### src/rtl/matrix_mul_seq.sv
// Sequential matrix multiplier C = A * B: element-wise operand load, one MAC per cycle,
// row-major result stream over a valid/ready port.
module matrix_mul_seq #(
  parameter int unsigned ROW1   = 3,
  parameter int unsigned COL1   = 3,
  parameter int unsigned COL2   = 3,
  parameter int unsigned WIDTH  = 16,
  parameter bit          SIGNED = 1'b0,
  localparam int unsigned N1   = ROW1 * COL1,
  localparam int unsigned N2   = COL1 * COL2,
  localparam int unsigned N3   = ROW1 * COL2,
  localparam int unsigned NMAX = (N1 > N2) ? N1 : N2,
  localparam int unsigned AW   = $clog2((NMAX > 2) ? NMAX : 2),
  localparam int unsigned RW   = $clog2((N3 > 2) ? N3 : 2),
  localparam int unsigned ACCW = 2 * WIDTH + $clog2((COL1 > 2) ? COL1 : 2)
) (
  input  logic             clk,
  input  logic             rst,
  input  logic             ld_en,
  input  logic             ld_sel,
  input  logic [AW-1:0]    ld_addr,
  input  logic [WIDTH-1:0] ld_data,
  input  logic             start,
  output logic             busy,
  output logic             done,
  output logic             res_valid,
  input  logic             res_ready,
  output logic [ACCW-1:0]  res_data,
  output logic [RW-1:0]    res_idx
);

  localparam int unsigned AIW = $clog2((N1 > 2) ? N1 : 2);
  localparam int unsigned BIW = $clog2((N2 > 2) ? N2 : 2);
  localparam int unsigned IW  = $clog2((ROW1 > 2) ? ROW1 : 2);
  localparam int unsigned JW  = $clog2((COL2 > 2) ? COL2 : 2);
  localparam int unsigned KW  = $clog2((COL1 > 2) ? COL1 : 2);
  localparam int unsigned EXT = ACCW - 2 * WIDTH;

  typedef enum logic [1:0] {IDLE, CALC, OUT} state_t;

  state_t             state;
  logic [WIDTH-1:0]   mem_a [N1];
  logic [WIDTH-1:0]   mem_b [N2];
  logic [IW-1:0]      i;
  logic [JW-1:0]      j;
  logic [KW-1:0]      k;
  logic [ACCW-1:0]    acc;
  logic [AIW-1:0]     a_idx;
  logic [BIW-1:0]     b_idx;
  logic [WIDTH-1:0]   a_el;
  logic [WIDTH-1:0]   b_el;
  logic [2*WIDTH-1:0] op_a;
  logic [2*WIDTH-1:0] op_b;
  logic [2*WIDTH-1:0] prod;
  logic [ACCW-1:0]    prod_ext;
  logic [ACCW-1:0]    acc_sum;
  logic               last_ij;

  // Operand storage: no reset, writable only while idle, out-of-range addresses dropped
  always_ff @(posedge clk) begin
    if (ld_en && state == IDLE) begin
      if (!ld_sel) begin
        if (32'(ld_addr) < N1) mem_a[AIW'(ld_addr)] <= ld_data;
      end else begin
        if (32'(ld_addr) < N2) mem_b[BIW'(ld_addr)] <= ld_data;
      end
    end
  end

  // Operand fetch and MAC datapath; low 2*WIDTH product bits are exact for both modes
  always_comb begin
    a_idx    = AIW'(32'(i) * COL1 + 32'(k));
    b_idx    = BIW'(32'(k) * COL2 + 32'(j));
    a_el     = mem_a[a_idx];
    b_el     = mem_b[b_idx];
    op_a     = SIGNED ? {{WIDTH{a_el[WIDTH-1]}}, a_el} : {{WIDTH{1'b0}}, a_el};
    op_b     = SIGNED ? {{WIDTH{b_el[WIDTH-1]}}, b_el} : {{WIDTH{1'b0}}, b_el};
    prod     = op_a * op_b;
    prod_ext = SIGNED ? {{EXT{prod[2*WIDTH-1]}}, prod} : {{EXT{1'b0}}, prod};
    acc_sum  = ((k == '0) ? '0 : acc) + prod_ext;
    last_ij  = (i == IW'(ROW1 - 1)) && (j == JW'(COL2 - 1));
  end

  always_ff @(posedge clk or posedge rst) begin
    if (rst) begin
      state     <= IDLE;
      i         <= '0;
      j         <= '0;
      k         <= '0;
      acc       <= '0;
      busy      <= 1'b0;
      done      <= 1'b0;
      res_valid <= 1'b0;
      res_data  <= '0;
      res_idx   <= '0;
    end else begin
      done <= 1'b0;
      unique case (state)
        IDLE: begin
          if (start) begin
            state <= CALC;
            busy  <= 1'b1;
            i     <= '0;
            j     <= '0;
            k     <= '0;
          end
        end
        CALC: begin
          if (k == KW'(COL1 - 1)) begin
            res_data  <= acc_sum;
            res_idx   <= RW'(32'(i) * COL2 + 32'(j));
            res_valid <= 1'b1;
            k         <= '0;
            state     <= OUT;
          end else begin
            acc <= acc_sum;
            k   <= k + 1'b1;
          end
        end
        OUT: begin
          if (res_ready) begin
            res_valid <= 1'b0;
            if (last_ij) begin
              done  <= 1'b1;
              busy  <= 1'b0;
              i     <= '0;
              j     <= '0;
              state <= IDLE;
            end else begin
              if (j == JW'(COL2 - 1)) begin
                j <= '0;
                i <= i + 1'b1;
              end else begin
                j <= j + 1'b1;
              end
              state <= CALC;
            end
          end
        end
        default: state <= IDLE;
      endcase
    end
  end

endmodule

### config.mk
export PLATFORM = sky130hd
export DESIGN_NAME = matrix_mul_seq
export DESIGN_NICKNAME = d
export VERILOG_FILES = /design/src/rtl/matrix_mul_seq.sv
export SDC_FILE = /design/constraint.sdc
export NUM_CORES = 1
export LEC_CHECK = 0
export CORE_ASPECT_RATIO = 0.5
export CORE_MARGIN = 8
export CORE_UTILIZATION = 63
export DETAILED_ROUTE_END_ITERATION = 6
export PLACE_DENSITY = 0.81
export SLEW_MARGIN = 0
export SYNTH_ARGS = -nofsm -noshare
export SYNTH_HDL_FRONTEND = slang
export SYNTH_SLANG_ARGS = --single-unit
### constraint.sdc
create_clock -name clk -period 11 [get_ports clk]
set_clock_uncertainty 0.1 [all_clocks]
set_input_delay 1.1 -clock clk [delete_from_list [all_inputs] [get_ports clk]]
set_output_delay 1.1 -clock clk [all_outputs]
set_load 0.01 [all_outputs]
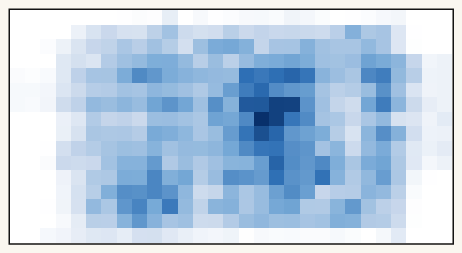
Figure 1: routed metal per tile.
Scale: 1.5 px per µm. The die is cut into 29 by 16 equal tiles; white is low, dark blue is high, scaled to the fullest tile. Values are wire area over tile area, all layers added.
fullest tile: 0.74
mean over tiles: 0.22
densest ninth of the die: center
nearly empty tiles: 16%
emptiest ninth of the die: north-west
tiles over half the peak: 18%
Routed Wire Length: 59900 µm
Routed WL per cell: 22.4 µm

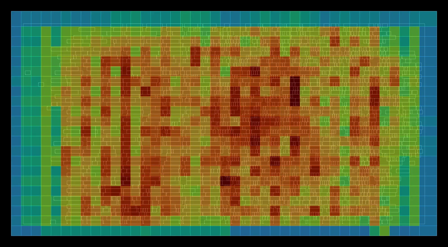
Figure 2: routing congestion map.
GR Util met2: 41.6%
All-Layer GR Usage: 26.7%
fin util: 69.8%
met1 global-route usage: 36.8%

==> flow_metrics.tcl <==
# place-and-route summary
set metrics [dict create \
    outcome "finished clean" \
    ys_warn_count 0 \
    root_buffer "clkbuf_16" \
    cp_slowest_cell "fa_2" \
    ys_area_mm2 0.0245 \
    cts_buffers 34 \
    drive_gt1_share_pct 9.60 \
    syn_nets 2436 \
    first_global_vias 16600 \
    worst-path-buf-inv 4 \
    cts_sinks 371 \
    common_cells "344 x inv_1, 288 x edfxtp_1, 257 x nand2_1" \
    cts_resized 0 \
    fin_crit_ns 9.59 \
    grt-ovfl-total 0 \
    slowest_delay_ns 1.26 \
    die_width_um 295 \
    highest_layer "met5" \
    first_pass_iters 6 \
    met1Wirelength_um 24200 \
    syn_to_final_growth_pct 9.99 \
    warnings 34 \
    fp_util_pct 63.5 \
    die-area_mm2 0.0458 \
    fin_ws_ns 1.41 \
    globalplace.congestion 0.968 \
    worstReg2RegEnd "acc[26]$_DFFE_PP0P_" \
    worst_pin_slew_ns 1.31 \
    syn_area_mm2 0.0245 \
    cap_violations 0 \
    top_area_cell "edfxtp_1" \
    cts_tree "done" \
    hold_viol 0 \
    cts_buffer_depth 3 \
    worstSetupStartpoint "i[0]$_DFFE_PP0P_" \
    core_area_mm2 0.0386 \
    tns_ns 0 \
    critical_path_class "flip-flop to flip-flop" \
    topCellsByArea "edfxtp_1 35%, fa_1 19%, dfrtp_1 8.5%" \
    io_buffers 66 \
    met2WireLength_um 27300 \
    crit_top_cell "fa_1" \
    timing.rr.start "i[0]$_DFFE_PP0P_" \
    synthCells 2061 \
    async_reset_ff_share_pct 22.4 \
    ys_seq_share_pct 43.8 \
    num_vias 16000 \
    cp_cell_sequence "inv_1, ha_1, fa_2, mux4_2, mux2i_1, a21oi_1, nand2_1, fa_1, fa_1, fa_1, fa_1, inv_1, fa_1, inv_1, fa_1, inv_1, ha_1, nand2_1, nor2_1, a211oi_1, o221ai_1, a31oi_1, xor2_1, o21ai_0" \
    insertion_delay_ns 0.55 \
    rsz0062_at_grt "false" \
    pin_count 67 \
    ctsHoldBuffers 0 \
    rr_worst_depth 24 \
    synth.avg_cell_area_um2 11.9 \
    hpwl_um 41900 \
    r2r_slack_ns 1.41 \
    synth-edff-count 288 \
    antenna_found_initial 1 \
    nFillCells 2550 \
    die_h_um 155 \
    htree_levels 2 \
    ff_type "edfxtp_1" \
    worstPathRequired_ns 11.30 \
    clkTransAtPathRegs_ns 0.07 \
    grt_max_degree 84 \
    drt_iter0_markers 2045 \
    maxSlewViolCount 0 \
    pre_cts_ws_ns 1.48 \
    max_freq_ghz 0.104 \
    slew_headroom_pct 12.9 \
    synth_flops 371 \
    path_delay_family "adder cells" \
    cp-end-kind "flip-flop" \
    setup_violations 0 \
    ant_nets 0 \
    grt_pass1_wl_um 94100 \
    diodes 0 \
    hp-class "flip-flop to flip-flop" \
    cp.depth 24 \
    post_cts_buffers 0 \
    start_kind "flip-flop" \
    synthDominantCellAreaShare_pct 35.3 \
    drcViolationCount 0 \
    core.rowCount 51 \
    ys_types 67 \
    routed_via_density 5.98 \
    cp_max_fo 32 \
    wl_met3_um 6660 \
    arrival_ns 9.89 \
    hp-start "acc[0]$_DFFE_PP0P_" \
    layout.nets 2497 \
    critPathCapture "acc[26]$_DFFE_PP0P_" \
    ys_cells 2061 \
    most_common_cell "inv_1" \
    period_used_pct 87.2 \
]
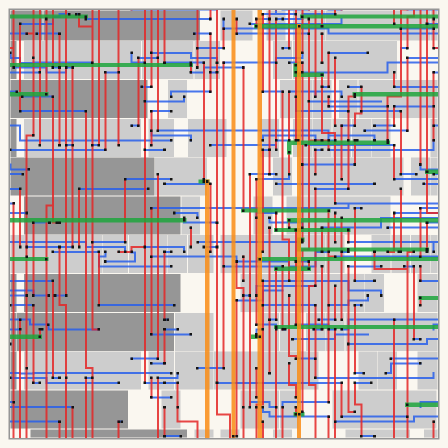
Figure 3: layout detail.
Region (132, 32) to (162, 62) µm. Cells in gray, sequential cells in the stronger gray; small squares are vias.
legend:
  orange:
    layer: metal 4
  blue:
    layer: metal 1
  green:
    layer: metal 3
  red:
    layer: metal 2
cells with their middle in the window: 67
sequential cells in the window: 7
netlist names of flops here include: mem_a (5), mem_b (2)
most frequent: nor2_1 (14), nand2_1 (10), fa_1 (10)

area by class of cell:
type                       count  area (µm²)  share of cell area, %
clock inverter                20         221                  0.822
sequential                   371       10700                   39.8
timing repair buffer         110         991                   3.68
tap                          530         663                   2.46
clock buffer                  40         873                   3.24
multi-input combinational   1261       12200                   45.2
inverter                     344        1290                   4.80
metrics by stage:
step	hold slack, ns	utilization, %	std cells	area [µm²]
2_1_floorplan	0.338	-	2061	24500
3_3_place_gp	0.352	67.0	2616	25900
3_5_place_dp	0.356	67.0	2616	25900
4_1_cts	0.374	69.8	2676	27000
5_1_grt	0.401	69.8	2676	27000
6_report	0.372	69.8	2676	27000
registers in the layout, indices dropped and copies added (netlist names):
signal and flops:
mem_a 144, mem_b 144, acc 34, res_data 34, res_idx 4, i 2
j 2, k 2, state 2, busy 1, done 1, res_valid 1
cells by family (layout without fill, tap and decap cells):
kind of cell | Yosys count | in the layout | synth area share [%]
AOI/OAI and AO/OA | 202 | 202 | 4.99
xor gates and xnor gates | 28 | 28 | 1.03
adders and majority gates | 349 | 349 | 24.9
buffers and inverters | 429 | 514 | 6.90
DFF | 371 | 371 | 43.8
muxes | 112 | 112 | 7.98
and+or+nand+nor | 570 | 570 | 10.5
how the worst min path moves through the flow:
stage / to / slack (ns) / cells past startpoint
after global routing: res_data[18]$_DFFE_PP0P_ / 0.40 / 2
after floorplan: acc[0]$_DFFE_PP0P_ / 0.34 / 2
final: acc[0]$_DFFE_PP0P_ / 0.37 / 2
after CTS: acc[0]$_DFFE_PP0P_ / 0.37 / 2
after detailed placement: acc[0]$_DFFE_PP0P_ / 0.36 / 2
after global placement: acc[0]$_DFFE_PP0P_ / 0.35 / 2
cell usage in the layout (no fill, tap or decap), drive strengths merged, types with 39 or more instances in the layout:
master / instances
a21oi: 70
fa: 230
nand2: 258
edfxtp: 288
mux4: 64
buf: 44
dfrtp: 83
nor2b: 39
ha: 119
nor2: 126
inv: 348
clkdlybuf4s50: 66
clkbuf: 40
o21ai: 72
layer usage:
metal  up-vias  GRT usage, %
met3       153          7.04
met1      7979          36.8
met5         -             0
li1       6940             -
met4         2          8.29
met2       937          41.6
tightest hold or removal path: stages (launching register included):
cell and delay (ns):
dfrtp_1 0.34, nand2_1 0.05, nand2_1 0.05
